<file path="config.mk">
export PLATFORM = sky130hd
export DESIGN_NAME = rx_uart_flat
export DESIGN_NICKNAME = d
export VERILOG_FILES = /design/src/rtl/rx_uart_if.sv /design/src/rtl/rx_uart.sv /design/src/flat_wrapper.sv
export SDC_FILE = /design/constraint.sdc
export NUM_CORES = 1
export LEC_CHECK = 0
export ABC_AREA = 1
export ABC_CLOCK_PERIOD_IN_PS = 3050
export CORE_MARGIN = 4
export CORE_UTILIZATION = 25
export DETAILED_ROUTE_END_ITERATION = 16
export SYNTH_ARGS = -nofsm -noshare
export SYNTH_HDL_FRONTEND = slang
export SYNTH_SLANG_ARGS = --single-unit
</file>
<file path="constraint.sdc">
create_clock -name clk -period 3.05 [get_ports clk]
set_input_delay 0.61 -clock clk [delete_from_list [all_inputs] [get_ports clk]]
set_output_delay 0.61 -clock clk [all_outputs]
set_load 0.05 [all_outputs]
</file>
<file path="src/rtl/rx_uart_if.sv">
// Receive-side output bundle of rx_uart: received word plus status strobes.
// master drives (the receiver), slave observes (the data sink).
interface rx_uart_if #(
   parameter int DATA_WIDTH = 8
);
   logic [DATA_WIDTH-1:0] o_data;
   logic                  o_valid;
   logic                  o_frame_err;
   logic                  o_parity_err;
   logic                  o_busy;

   modport master (
      output o_data,
      output o_valid,
      output o_frame_err,
      output o_parity_err,
      output o_busy
   );

   modport slave (
      input o_data,
      input o_valid,
      input o_frame_err,
      input o_parity_err,
      input o_busy
   );
endinterface

</file>
<file path="src/rtl/rx_uart.sv">
// Oversampling UART receiver: start + DATA_WIDTH data (LSB first) + optional parity + stop.
// Define RX_UART_PARITY_EN to add an even-parity bit after the data bits.
module rx_uart #(
   parameter int DATA_WIDTH = 8,
   parameter int OVERSAMPLE = 16
) (
   input  logic      clk,
   input  logic      reset,
   input  logic      sample_tick,
   input  logic      serial_in,
   rx_uart_if.master rx
);
   localparam int TW = $clog2(OVERSAMPLE);
   localparam int BW = (DATA_WIDTH > 1) ? $clog2(DATA_WIDTH) : 1;

   localparam logic [2:0] StIdle     = 3'd0;
   localparam logic [2:0] StStart    = 3'd1;
   localparam logic [2:0] StData     = 3'd2;
`ifdef RX_UART_PARITY_EN
   localparam logic [2:0] StParity   = 3'd3;
`endif
   localparam logic [2:0] StStop     = 3'd4;
   localparam logic [2:0] StWaitHigh = 3'd5;

   localparam logic [TW-1:0] MidStart = TW'(OVERSAMPLE / 2 - 1);
   localparam logic [TW-1:0] MidBit   = TW'(OVERSAMPLE - 1);
   localparam logic [BW-1:0] LastBit  = BW'(DATA_WIDTH - 1);

   logic                  rx_meta, rx_s;
   logic [2:0]            state_q, state_d;
   logic [TW-1:0]         tcnt_q, tcnt_d;
   logic [BW-1:0]         bcnt_q, bcnt_d;
   logic [DATA_WIDTH-1:0] shift_q, shift_d;
   logic [DATA_WIDTH-1:0] data_q, data_d;
   logic                  valid_q, valid_d;
   logic                  ferr_q, ferr_d;
`ifdef RX_UART_PARITY_EN
   logic                  par_q, par_d;
   logic                  perr_q, perr_d;
`endif

   // Synchronizer resets to the idle (high) line level to avoid a false start.
   always_ff @(posedge clk) begin
      if (reset) begin
         rx_meta <= 1'b1;
         rx_s    <= 1'b1;
      end else begin
         rx_meta <= serial_in;
         rx_s    <= rx_meta;
      end
   end

   always_comb begin
      state_d = state_q;
      tcnt_d  = tcnt_q;
      bcnt_d  = bcnt_q;
      shift_d = shift_q;
      data_d  = data_q;
      valid_d = 1'b0;
      ferr_d  = 1'b0;
`ifdef RX_UART_PARITY_EN
      par_d   = par_q;
      perr_d  = 1'b0;
`endif
      case (state_q)
         StIdle: begin
            if (!rx_s) begin
               tcnt_d  = '0;
               state_d = StStart;
            end
         end
         StStart: begin
            if (sample_tick) begin
               if (tcnt_q == MidStart) begin
                  tcnt_d  = '0;
                  bcnt_d  = '0;
                  state_d = rx_s ? StIdle : StData;
               end else begin
                  tcnt_d = tcnt_q + 1'b1;
               end
            end
         end
         StData: begin
            if (sample_tick) begin
               if (tcnt_q == MidBit) begin
                  tcnt_d                  = '0;
                  shift_d                 = shift_q >> 1;
                  shift_d[DATA_WIDTH-1]   = rx_s;
                  if (bcnt_q == LastBit) begin
`ifdef RX_UART_PARITY_EN
                     state_d = StParity;
`else
                     state_d = StStop;
`endif
                  end else begin
                     bcnt_d = bcnt_q + 1'b1;
                  end
               end else begin
                  tcnt_d = tcnt_q + 1'b1;
               end
            end
         end
`ifdef RX_UART_PARITY_EN
         StParity: begin
            if (sample_tick) begin
               if (tcnt_q == MidBit) begin
                  tcnt_d  = '0;
                  par_d   = rx_s;
                  state_d = StStop;
               end else begin
                  tcnt_d = tcnt_q + 1'b1;
               end
            end
         end
`endif
         StStop: begin
            if (sample_tick) begin
               if (tcnt_q == MidBit) begin
                  tcnt_d  = '0;
                  data_d  = shift_q;
                  valid_d = 1'b1;
                  ferr_d  = ~rx_s;
`ifdef RX_UART_PARITY_EN
                  perr_d  = ^{shift_q, par_q};
`endif
                  // Returning to idle at mid-stop lets a back-to-back start bit be seen.
                  state_d = rx_s ? StIdle : StWaitHigh;
               end else begin
                  tcnt_d = tcnt_q + 1'b1;
               end
            end
         end
         StWaitHigh: begin
            if (sample_tick && rx_s) state_d = StIdle;
         end
         default: state_d = StIdle;
      endcase
   end

   always_ff @(posedge clk) begin
      if (reset) begin
         state_q <= StIdle;
         tcnt_q  <= '0;
         bcnt_q  <= '0;
         shift_q <= '0;
         data_q  <= '0;
         valid_q <= 1'b0;
         ferr_q  <= 1'b0;
`ifdef RX_UART_PARITY_EN
         par_q   <= 1'b0;
         perr_q  <= 1'b0;
`endif
      end else begin
         state_q <= state_d;
         tcnt_q  <= tcnt_d;
         bcnt_q  <= bcnt_d;
         shift_q <= shift_d;
         data_q  <= data_d;
         valid_q <= valid_d;
         ferr_q  <= ferr_d;
`ifdef RX_UART_PARITY_EN
         par_q   <= par_d;
         perr_q  <= perr_d;
`endif
      end
   end

   assign rx.o_data      = data_q;
   assign rx.o_valid     = valid_q;
   assign rx.o_frame_err = ferr_q;
   assign rx.o_busy      = (state_q != StIdle);
`ifdef RX_UART_PARITY_EN
   assign rx.o_parity_err = perr_q;
`else
   assign rx.o_parity_err = 1'b0;
`endif
endmodule

</file>
<file path="src/flat_wrapper.sv">
// flat-port wrapper written by rule: the top's interface ports become plain ports
module rx_uart_flat 
#(
   parameter int DATA_WIDTH = 8,
   parameter int OVERSAMPLE = 16
)
  (clk, reset, sample_tick, serial_in, rx_o_data, rx_o_valid, rx_o_frame_err, rx_o_parity_err, rx_o_busy);
  rx_uart_if #(.DATA_WIDTH(DATA_WIDTH)) rx_i ();
  input  logic clk;
  input  logic reset;
  input  logic sample_tick;
  input  logic serial_in;
  output wire logic [$bits(rx_i.o_data)-1:0] rx_o_data;
  output wire logic [$bits(rx_i.o_valid)-1:0] rx_o_valid;
  output wire logic [$bits(rx_i.o_frame_err)-1:0] rx_o_frame_err;
  output wire logic [$bits(rx_i.o_parity_err)-1:0] rx_o_parity_err;
  output wire logic [$bits(rx_i.o_busy)-1:0] rx_o_busy;
  assign rx_o_data = rx_i.o_data;
  assign rx_o_valid = rx_i.o_valid;
  assign rx_o_frame_err = rx_i.o_frame_err;
  assign rx_o_parity_err = rx_i.o_parity_err;
  assign rx_o_busy = rx_i.o_busy;
  rx_uart #(.DATA_WIDTH(DATA_WIDTH), .OVERSAMPLE(OVERSAMPLE)) u_core (.clk(clk), .reset(reset), .sample_tick(sample_tick), .serial_in(serial_in), .rx(rx_i));
endmodule
</file>
### Floorplan with the power grid, run 1

Bar = 20 um. Pins as bars on the die edge.
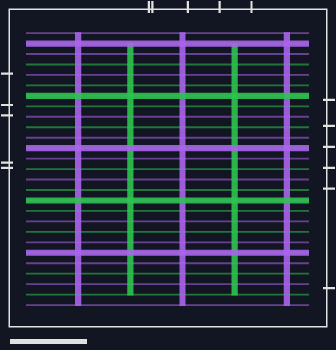
VDD: shown in green. VSS: shown in purple.
5 straps on met5. 16 signal pins sit on the boundary.
Max rail drop VDD: 0.467 mV
floorplan die height: 82.2 um
area of the placeable core: 5200 um^2

### Placed cells, one colour a class, run 1

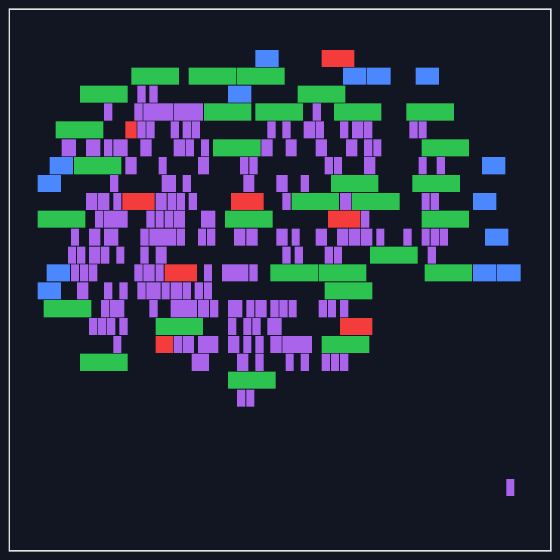
flops: shown in green, cells 30. combinational and other logic: shown in purple, cells 165. other buffers and delay cells: shown in blue, cells 14. clock drivers and dummy loads: shown in red, cells 8.
fraction of area in registers: 0.358
area of all placed cells without fillers: 1680 um^2

==> notes.md, run 1 <==
The flow ran to the end, and the final reports show no timing, DRC or antenna violations. After technology mapping, the gate count stands at 199. The routed design could run at a clock period as short as 2.33 ns. The final HPWL from detailed placement came out at 1950 um. For the starting utilization of the core area, the log shows 0.264. Using the TritonRoute via totals, the vias-per-cell ratio works out to 4.25. The stat command in Yosys gives a chip area of 1380 um^2.

In this run the worst path has a maximum fanout of 7. A synthesized cell averages 6.91 um^2. Setup repair after global routing left no endpoint under its margin. The run gives 0 for the antenna diode instance count. In this run, synthesis inferred 0 flip-flops with an integrated enable. The final-report hold violation count is 0, and the final routed wire length divided by cell count is 9.31 um. The fraction of the mapped netlist area in simple logic gates came out at 0.376. The run gives 0.0293 for the met3 track demand over resource.

Critical setup path kind: reg -> out. Before CTS, the worst setup slack after placement is 0.889 ns. The combined area of all synthesized cells is 1380 um^2. The run gives 60 as the number of violations reported at the end of detailed-routing iteration 0. Per the GRT log, the top usage layer is met2. With the net switching share of the total power at 0.371, the count of hold-fix buffers inserted at cts is 0. The finished design was reported to have a net count of 223. The number of top-level pins was 16. Routability-driven placement finished with a final weighted congestion of 0.878. The share of the cycle needed by the critical path after routing is 0.762. The final design utilization is 0.322, and the measured slew at the worst slew-check pin is 0.648 ns.

The most critical min-delay path falls under reg -> reg. Per the GRT congestion report, total overflow comes to 0. Per the post-route antenna check, the number of violating nets is 0. The cell sequence reported for the critical path is nor2_1 -> nand2_1 -> clkdlybuf4s50_1. The maximum count of clock buffers along a single path was 2. For the final count of negative-setup-slack endpoints, the log shows 0.

For this run, the leading register cell type out of synthesis is dfxtp_1. Row generation in the floorplan step produced 26 rows. The logs give 0.127 for the met1 layer usage reported by global route and 1.72 ns for the data arrival time of the critical path. At floorplan, the net count of the design was reported as 206. The run gives 26 for the maximum number of pins on one net before global-route repair. The report lists the power per cell area as 731 nW/um^2. The run gives 0.341 for the relative contribution of combinational cells to total power. The logs give 0.725 ns for the final worst slack and 0 for the number of DRC violations after detailed routing.

The worst setup path is captured at an output pin. The initial antenna violation count is 0. The signed area change from the synthesized netlist to the final layout is 22.0%. The run gives 0 as the number of synthesis warnings. Once the clock tree was built, the setup fixing pass inserted 0 buffers. The count of TritonRoute iterations in the first routing pass is 4, and the post-synthesis register bit count is 30.

For the setup total negative slack, the log shows 0 ns.
### Clock wires, drivers and flops, run 1

Bar = 20 um.
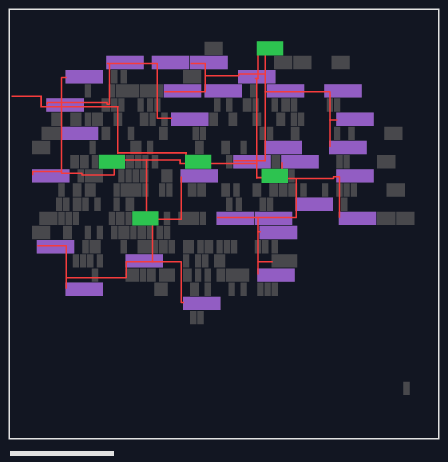
clock wires: shown in red, length 410 um. flip-flops: shown in purple, count 30. clock drivers: shown in green, count 5.
There are 6 routed clock nets.
clock network power share: 0.269
clock skew: 0.00447 ns
clk pwr: 0.330 mW
Skew-Pair Late Insertion Delay: 0.28 ns

## run 1: per-stage QoR
step,total power [mW],cells
finish,1.23,287
global route,1.34,287
CTS,1.25,287
detailed placement,0.906,279
global placement,0.903,279
floorplan,0.825,199
## run 1: layer usage
layer / routed length (um) / part of all wire / vias to the layer above
met2: 1120 / 0.42 / 22
met5: 0 / 0 / -
met3: 132 / 0.049 / 7
li1: - / - / 660
met1: 1380 / 0.52 / 531
met4: 38 / 0.014 / 0
## run 1: Yosys cell counts, types with 3 or more instances
cell type   n  share of area
nor2_1     58           0.16
nand2_1    34          0.093
dfxtp_1    30           0.44
o21ai_0    19          0.069
inv_1      15          0.041
nand3_1    11          0.040
a21oi_1     4          0.015
or2_2       4          0.018
ha_1        3          0.027
nor2_4      3          0.025
## run 1: sequential cells by signal, indices dropped and copies added (netlist names)
signal	flops
u_core.rx.o_valid	1
u_core.rx_meta	1
u_core.bcnt_q	3
u_core.tcnt_q	4
u_core.state_q	3
u_core.rx.o_data	8
u_core.rx_s	1
u_core.rx.o_frame_err	1
u_core.shift_q	8
## run 1: worst reg2reg max path: stages, from the launching register on
cell	delay, ns
dfxtp_1	0.40
ha_1	0.22
nand3_1	0.12
nor2_1	0.23
nand2_1	0.26
inv_1	0.27
nor2_1	0.07
nor2_1	0.10
## run 1: cell type report
type	count	area (um^2)
Clock buffer	6	82.6
Clock inverter	2	12.5
Fill cell	596	3530
Inverter	16	60.1
Multi-Input combinational cell	149	694
Sequential cell	30	601
Tap cell	70	87.6
Timing Repair Buffer	14	140
## run 1: final timing paths
check,start,endpoint,slack (ns),cells past startpoint
max,u_core.state_q[1]$_SDFFE_PP0P_,rx_o_busy,0.72,3
min,u_core.rx_meta$_SDFF_PP1_,u_core.rx_s$_SDFF_PP1_,0.42,1
min reg2reg,u_core.rx_meta$_SDFF_PP1_,u_core.rx_s$_SDFF_PP1_,0.42,1
max reg2reg,u_core.tcnt_q[0]$_SDFFE_PP0P_,u_core.rx.o_data[0]$_SDFFE_PP0P_,1.33,7
## run 1: cell usage in the layout, fill, tap and decap left out, drive strengths merged
| cell | netlist | final |
|---|---|---|
| xor2 | 1 | 1 |
| dfxtp | 30 | 30 |
| nor3 | 2 | 2 |
| clkinv | 0 | 1 |
| nand4 | 1 | 1 |
| and2 | 1 | 1 |
| nor2 | 63 | 63 |
| or2 | 4 | 4 |
| o21ai | 20 | 20 |
| conb | 1 | 1 |
| nand2 | 36 | 36 |
| nand3 | 12 | 12 |
| o21a | 1 | 1 |
| ha | 3 | 3 |
| inv | 16 | 16 |
| clkinvlp | 0 | 1 |
| a21oi | 4 | 4 |
| clkbuf | 2 | 6 |
| clkdlybuf4s50 | 0 | 14 |
## run 1: power groups by stage
stage	combinational (mW)	sequential, mW	clock (mW)
3_5_place_dp	0.421	0.485	0
4_1_cts	0.423	0.477	0.348
5_1_grt	0.493	0.484	0.366
2_1_floorplan	0.350	0.475	0
3_3_place_gp	0.417	0.485	0
6_report	0.418	0.478	0.330
### Signal wires by layer, run 1

Bar = 20 um.
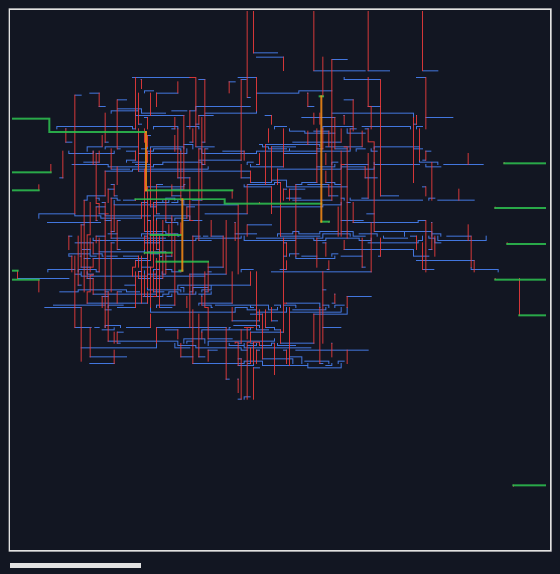

==> run 2: changes to the inputs <==
ABC_CLOCK_PERIOD_IN_PS = 2400   (was 3050)
clock period = 2.4 ns   (was 3.05 ns; I/O delays follow)
### Signal wires by layer, run 2

Bar = 20 um.
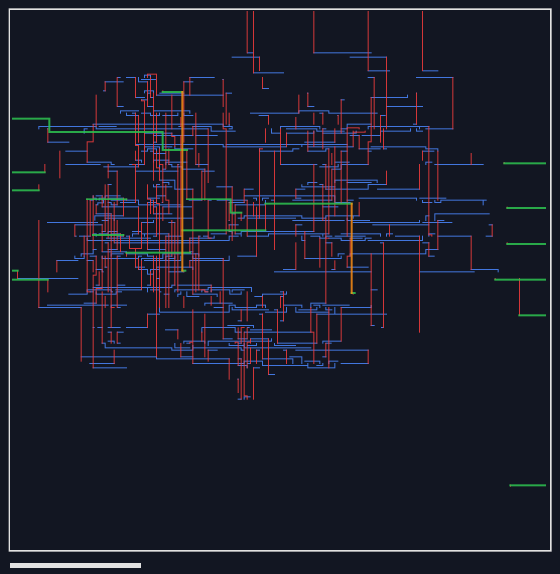
metal 2: shown in red, wire length 1150 um. metal 3: shown in green, wire length 140 um. metal 4: shown in orange, wire length 40.8 um. metal 1: shown in blue, wire length 1390 um.
Total Wirelength: 2720 um
via count: 1202
Avg WL per Cell: 9.39 um

### Floorplan with the power grid, run 2

Bar = 20 um. Pins as bars on the die edge.
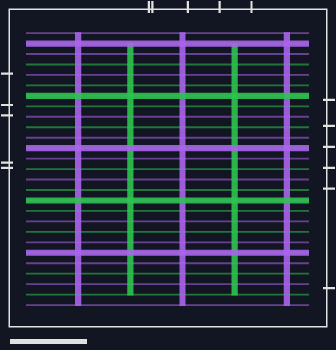
VSS: shown in purple. VDD: shown in green.
5 straps on met4. 16 signal pins sit on the boundary. 27 met1 rails follow the rows.
Max rail drop VDD: 0.527 mV
horizontal die dimension: 82.2 um

==> run 2 against run 1 <==
Against the previous run: register-to-register slack lost 0.64 ns; global-route usage grew 0.52 points; clock power grew 25%; count of clock-buffer cells in the layout grew 1.
==> notes.md, run 2 <==
The run gives 26 (unchanged) for the number of placement rows. The post-synthesis register bit count was 30 (unchanged). The antenna diode instance count was 0 (unchanged); the mean number of vias per cell was 4.16 (-2.2%). The measured slew at the worst slew-check pin came out at 0.593 ns (-0.0554 ns). The tree is rooted in a clkbuf_8. The run gives 1690 um^2 (+0.67%) as the summed area of non-filler cells in the final layout.

The worst setup path is captured at an output pin. In the Yosys stats the netlist draws on 24 distinct library cells. The maximum count of clock buffers along a single path came out at 2 (unchanged). Looking at the reg2reg group, the worst path ends at u_core.rx.o_data[1]$_SDFFE_PP0P_. The tools report the quantity of gates resized following cts as 0.

The share of final-layout standard cells stronger than drive strength 1 is 0.100, and the achievable frequency is 453 MHz. Setup repair after global routing left no endpoint under its margin. The chip area line of the yosys report was 1380 um^2 (unchanged). With the count of flip-flops with a built-in enable after synthesis at 0 (unchanged), the signed area change from the synthesized netlist to the final layout is 22.8%. The tools report the final design utilization as 0.325 (+0.00216).

The net count entering floorplan is 206 (unchanged), and the power per unit of standard cell area is 922 nW/um^2 (+26%). The buffers inserted during post-CTS setup optimization was 0 (unchanged). The number of instances on the worst hold path came out at 1 (unchanged).

The run gives 0.369 (-0.00261) for the net switching share of the total power. The worst min-delay path class is reg -> reg. The filler cell count in the final layout is 585 (-1.8%). The post-synthesis area per instance works out to 6.91 um^2 (unchanged).

With the setup total negative slack at 0 ns (unchanged), the total grt overflow is 0 (unchanged). The relative slew slack is 0.604. The number of top-level pins is 16 (unchanged). The top cell types in the final layout, fill and taps aside, are nor2_1 (58), nand2_1 (34), dfxtp_1 (30), o21ai_0 (19), inv_1 (15). The run gives 0 (unchanged) for the number of synthesis warnings.

The run gives 601 um^2 (unchanged) for the area taken by flip-flops and latches. The run gives 1.73 ns (about the same) as the data arrival time of the critical path. For the area enclosed by the die boundary, the log shows 6750 um^2. The run finished with clean final reports.

For the global placer's final weighted congestion, the log shows 0.880 (+0.17%). With the largest clock skew in the final design at 0.00614 ns (+0.00167 ns), the number of DRC violations after detailed routing is 0 (unchanged). The final critical delay including setup and external delays was 2.21 ns; the final count of negative-setup-slack endpoints was 0 (unchanged).

The total area of multi-input combinational cells is 694 um^2 (unchanged), and the placeable core region is 5200 um^2 (unchanged). The run gives 0.69 ns (-0.64 ns) for the worst setup slack for register-to-register paths. The run gives 0.194 ns (-0.530 ns) for the final worst slack. Hold analysis lists the worst path endpoint as u_core.rx_s$_SDFF_PP1_. The run gives 0.437 (unchanged) for the portion of synthesized cell area occupied by the leading cell type. The power consumption was 1.56 mW (+27%); the total number of nets in the final design was 225 (+0.90%). TritonCTS built the clock tree.

Hold path startpoint: u_core.rx_meta$_SDFF_PP1_. The logs give 0.0954 for the overall global routing resource usage and 281 (+0.72%) for the total instance count after detailed placement. The main area contributors are dfxtp_1 (44%), nor2_1 (16%), nand2_1 (9.3%).

The logs give 199 (unchanged) for the synthesized instance count and 1380 um^2 (unchanged) for the combined area of all synthesized cells. The final HPWL from detailed placement is 1990 um (+2.1%). The clock network power share is 0.265 (-0.004). The tools report the worst slack at placement as 0.348 ns (-0.541 ns). Clock latency at the later pin of the worst-skew pair: 0.28 ns (about the same).

The initial antenna violation count is 0 (unchanged), and the final-report hold violation count is 0 (unchanged). The tools report the count of hold-fix buffers inserted at cts as 0 (unchanged). The count of TritonRoute iterations in the first routing pass is 5 (+1). The critical setup path kind was reg -> out. The run gives 0.264 (unchanged) for the starting utilization of the core area.

The cell type with the largest total area after synthesis is dfxtp_1. With the via count of the first global-routing pass at 1137, the share of the cycle needed by the critical path after routing is 0.919. The count of placed standard cells in the final layout, fillers left out was 289 (+0.70%); the cell count of the worst reg-to-reg path was 7 (unchanged). The relative contribution of combinational cells to total power is 0.344 (+0.003), and the number of nets with antenna violations after detailed routing is 0 (unchanged). STA lists the startpoint of the worst register-to-register path as u_core.tcnt_q[0]$_SDFFE_PP0P_. The most instantiated flip-flop cell in the synthesis netlist is dfxtp_1. For the number of violations reported at the end of detailed-routing iteration 0, the log shows 71 (+18%). The top cell type in the final layout, fill and taps aside, is nor2_1. The sequential element share of the synthesized area is 0.437, and the number of violations of the max-capacitance limit is 0. Looking at the gate-level netlist, the highest instance count belongs to nor2_1. The final worst hold slack came out at 0.409 ns. The largest fanout of any net on the critical path was 7 (unchanged); the number of sinks on the clock net was 30. By count the netlist is led by nor2_1 (58), nand2_1 (34), dfxtp_1 (30). The cell count in the Yosys report is 199, and the maximum number of pins on one net before global-route repair is 24 (-7.7%).
[run 2: cell count changes in the layout (fill, tap and decap cells not counted), sizes merged]
cell      delta
clkbuf       +1
buf          +2
clkinvlp     -1
[run 2: area by class of cell]
type / instances / share of cell area
repair buffers: 16 / 0.0919
well taps: 70 / 0.0519
multi-input cells: 149 / 0.411
clock buffers: 7 / 0.0511
clock inverters: 1 / 0.00296
flip-flops and latches: 30 / 0.356
inverters: 16 / 0.0356
[run 2: cells by family (layout without fill, tap and decap cells)]
group           Yosys count  in the layout  synth area share
simple gates            119            119             0.376
flops                    30             30             0.437
compound gates           25             25            0.0928
buf+inv                  20             40            0.0582
fa+ha+maj                 3              3            0.0273
other cells               1              1           0.00273
xor+xnor                  1              1           0.00637
[run 2: how the worst max path moves through the flow]
| stage | startpoint | endpoint | cells past startpoint |
|---|---|---|---|
| after global placement | sample_tick | u_core.rx.o_data[6]$_SDFFE_PP0P_ | 7 |
| after detailed placement | sample_tick | u_core.rx.o_data[5]$_SDFFE_PP0P_ | 7 |
| final | u_core.state_q[1]$_SDFFE_PP0P_ | rx_o_busy | 3 |
| after global routing | u_core.state_q[1]$_SDFFE_PP0P_ | rx_o_busy | 3 |
| after CTS | u_core.state_q[1]$_SDFFE_PP0P_ | rx_o_busy | 3 |
| after floorplan | u_core.tcnt_q[0]$_SDFFE_PP0P_ | u_core.state_q[2]$_SDFFE_PP0P_ | 8 |
[run 2: layer usage]
layer  vias up  routed length, um  track usage
met4         0                 40       0.0498
met5         -                  0            0
met1       508               1390        0.128
met3         5                140       0.0293
li1        664                  -            -
met2        25               1150        0.137
[run 2: power groups by stage]
stage | Clock, mW | Sequential, mW | Combinational (mW)
after global routing | 0.456 | 0.619 | 0.625
after global placement | 0 | 0.618 | 0.532
final | 0.413 | 0.608 | 0.536
after detailed placement | 0 | 0.618 | 0.539
after CTS | 0.434 | 0.607 | 0.540
after floorplan | 0 | 0.604 | 0.445
[run 2: worst max-delay path, stage by stage, from the launching register on]
cell and delay [ns]:
dfxtp_1 0.45, nor2_1 0.12, nand2_1 0.07, clkdlybuf4s50_1 0.80
==> run 3: changes to the inputs <==
ABC_CLOCK_PERIOD_IN_PS = unset   (was 2400)
### Floorplan with the power grid, run 3

Bar = 20 um. Pins as bars on the die edge.
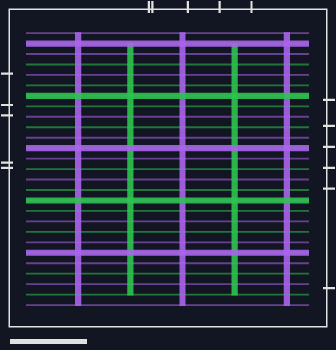
VDD: shown in green. VSS: shown in purple.
5 straps on met4. 16 signal pins sit on the boundary. 5 straps on met5. 27 met1 rails follow the rows.

### Signal wires by layer, run 3

Bar = 20 um.
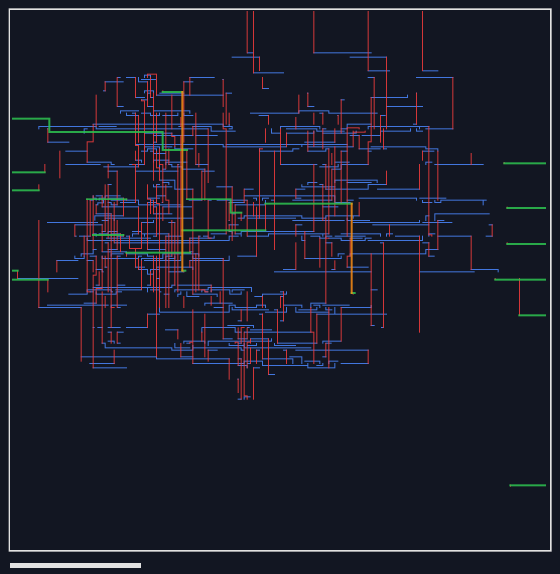
metal 4: shown in orange, wire length 40.8 um. metal 2: shown in red, wire length 1150 um. metal 3: shown in green, wire length 140 um. metal 1: shown in blue, wire length 1390 um.
Tot GR Track Use: 0.0954

==> run 3 against run 2 <==
Against the previous run: fmax unchanged; core utilization unchanged; area after synthesis unchanged; largest cell class unchanged; largest power group unchanged; highest routed layer unchanged.
==> notes.md, run 3 <==
For the number of different library cells in the post-synthesis netlist, the log shows 24 (unchanged). With the number of nets with antenna violations after detailed routing at 0 (unchanged), the final worst hold slack is 0.409 ns (unchanged). The portion of synthesized cell area occupied by the leading cell type was 0.437 (unchanged). The cell with the biggest individual delay on the critical path is clkdlybuf4s50_1.

The setup total negative slack is 0 ns (unchanged). The worst stage delay on the critical path works out to 0.80 ns (about the same). For the total number of nets in the final design, the log shows 225 (unchanged). In the post-synthesis netlist, the biggest area contributors are dfxtp_1 (44%), nor2_1 (16%), nand2_1 (9.3%). The post-synthesis area per instance is 6.91 um^2 (unchanged). By instance count after routing, the leading logic cell types are nor2_1 (58), nand2_1 (34), dfxtp_1 (30), o21ai_0 (19), inv_1 (15).

The signed area change from the synthesized netlist to the final layout works out to 22.8% (unchanged). The logs give 694 um^2 (unchanged) for the total area of multi-input combinational cells and 601 um^2 (unchanged) for the area taken by flip-flops and latches. Cell type with the largest total area after synthesis: dfxtp_1. The tools report the count of TritonRoute iterations in the first routing pass as 5 (unchanged). For the net count entering floorplan, the log shows 206 (unchanged). The number of DRC violations after detailed routing came out at 0 (unchanged). TritonCTS built the clock tree.

Broken down by cell family, the worst path's largest delay share belongs to buffers and inverters. The count of flip-flops with a built-in enable after synthesis came out at 0 (unchanged). The logs give 16 (unchanged) for the number of top-level pins and 24 (unchanged) for the maximum number of pins on one net before global-route repair.

The antenna diode instance count is 0 (unchanged), and the post-synthesis register bit count is 30 (unchanged). The area enclosed by the die boundary is 6750 um^2 (unchanged), and the count of hold-fix buffers inserted at cts is 0 (unchanged). The tools report the buffers inserted during post-CTS setup optimization as 0 (unchanged). The mean number of vias per cell is 4.16 (unchanged). The fraction of the mapped netlist area in simple logic gates is 0.376 (unchanged).

The final routed wire length divided by cell count was 9.39 um (unchanged); the clock latency at the later pin of the worst-skew pair was 0.28 ns (about the same). Counting only logic cells after layout, the most numerous master is nor2_1. The final-report hold violation count came out at 0 (unchanged). The chip area line of the yosys report is 1380 um^2 (unchanged). By startpoint and endpoint, the worst setup path is classified as reg -> out.

For reference, the top logic cell family by area is simple AND/OR/NAND/NOR gates. The via count is 1202 (unchanged). The via count of the first global-routing pass is 1137 (unchanged), and the share of final-layout standard cells stronger than drive strength 1 is 0.100 (unchanged). The largest fanout of any net on the critical path came out at 7 (unchanged).

The proportion of synthesized area in mux cells is 0 (unchanged). Setup repair after global routing left no endpoint under its margin. The run gives 1600 um^2 as the placed standard-cell area. The script extracted a total leakage power of 0.750 nW. The share of the cycle needed by the critical path after routing was 0.919 (unchanged).

The logs give 1990 um (unchanged) for the final HPWL from detailed placement and 0.264 (unchanged) for the starting utilization of the core area. The largest clock skew in the final design came out at 0.00614 ns (unchanged). The number of violations of the max-capacitance limit is 0 (unchanged), and the achievable frequency is 453 MHz (unchanged).

The worst-case vdd ir drop was 0.527 mV (unchanged); the measured slew at the worst slew-check pin was 0.593 ns (unchanged). Per the CTS log, the root buffer master is clkbuf_8. The area fraction in xor and xnor cells came out at 0.00637 (unchanged). With the quantity of gates resized following cts at 0 (unchanged), the number of pins exceeding their max-slew limit in the final report is 0. The adder-cell area share of the yosys netlist is 0.0273 (unchanged), and the synthesized-area fraction occupied by ao, oa, aoi and oai cells is 0.0928 (unchanged). With the number of violations reported at the end of detailed-routing iteration 0 at 71 (unchanged), the global placer's final weighted congestion is 0.880 (unchanged). Most instantiated flip-flop cell in the synthesis netlist: dfxtp_1. For the total grt overflow, the log shows 0 (unchanged). The summed area of non-filler cells in the final layout was 1690 um^2 (unchanged). Combined area of all synthesized cells: 1380 um^2 (unchanged). Buffering stage count on the worst path with inverters included: 1 (unchanged).

Synthesized instance count: 199 (unchanged). The signal on the critical path passes through nor2_1 -> nand2_1 -> clkdlybuf4s50_1. The aggregate routed wire length is 2720 um (unchanged). The most common cell in the netlist is nor2_1. The worst min-delay path class is reg -> reg. The run gives 585 (unchanged) for the filler cell count in the final layout. The tools report the startpoint of the worst-slack reg-to-reg timing path as u_core.tcnt_q[0]$_SDFFE_PP0P_.

The placeable core region was 5200 um^2 (unchanged). The run gives 30 (unchanged) for the number of sinks on the clock net. The maximum count of clock buffers along a single path is 2 (unchanged).

The relative slew slack was 0.604 (unchanged). The tools report the cell count in the Yosys report as 199 (unchanged). The number of synthesis warnings was 0 (unchanged); the initial antenna violation count was 0 (unchanged). The flow ran to the end, and the final reports show no timing, DRC or antenna violations. The tools report the number of placement rows as 26 (unchanged).
[run 3: kinds of logic (layout without fill, tap and decap cells)]
family	count (synthesis)	in the layout
fa+ha+maj	3	3
flops	30	30
xor+xnor	1	1
compound gates	25	25
other cells	1	1
buf+inv	20	40
simple gates	119	119
[run 3: path summary, 6_finish.rpt]
path / to / depth (start not counted) / slack (ns)
setup reg to reg: u_core.rx.o_data[1]$_SDFFE_PP0P_ / 7 / 0.69
hold reg to reg: u_core.rx_s$_SDFF_PP1_ / 1 / 0.41
hold / removal: u_core.rx_s$_SDFF_PP1_ / 1 / 0.41
setup / recovery: rx_o_busy / 3 / 0.19
[run 3: where the power goes]
part,internal (mW),switching [mW],total [mW]
sequential,0.554,0.0533,0.608
clock,0.231,0.182,0.413
combinational,0.197,0.338,0.536
total,0.983,0.574,1.56
[run 3: per-layer routing]
metal,track usage,up-vias,share of wire
met3,0.0293,5,0.052
met4,0.0498,0,0.015
li1,-,664,-
met2,0.137,25,0.42
met1,0.128,508,0.51
met5,0,-,0
[run 3: area by class of cell]
class                   instances  share of cell area
clock buffers                   7              0.0511
multi-input cells             149               0.411
inverters                      16              0.0356
flip-flops and latches         30               0.356
clock inverters                 1             0.00296
repair buffers                 16              0.0919
well taps                      70              0.0519
[run 3: through the flow]
stage               utilization  cells  setup WS, ns  power (mW)
global placement          0.307    281         0.443        1.15
finish                    0.325    289         0.194        1.56
CTS                       0.325    289         0.183        1.58
floorplan                     -    199         0.997        1.05
global route              0.325    289         0.119        1.70
detailed placement        0.307    281         0.348        1.16
Power figures rest on the tool's default switching activity, not on a simulated workload.
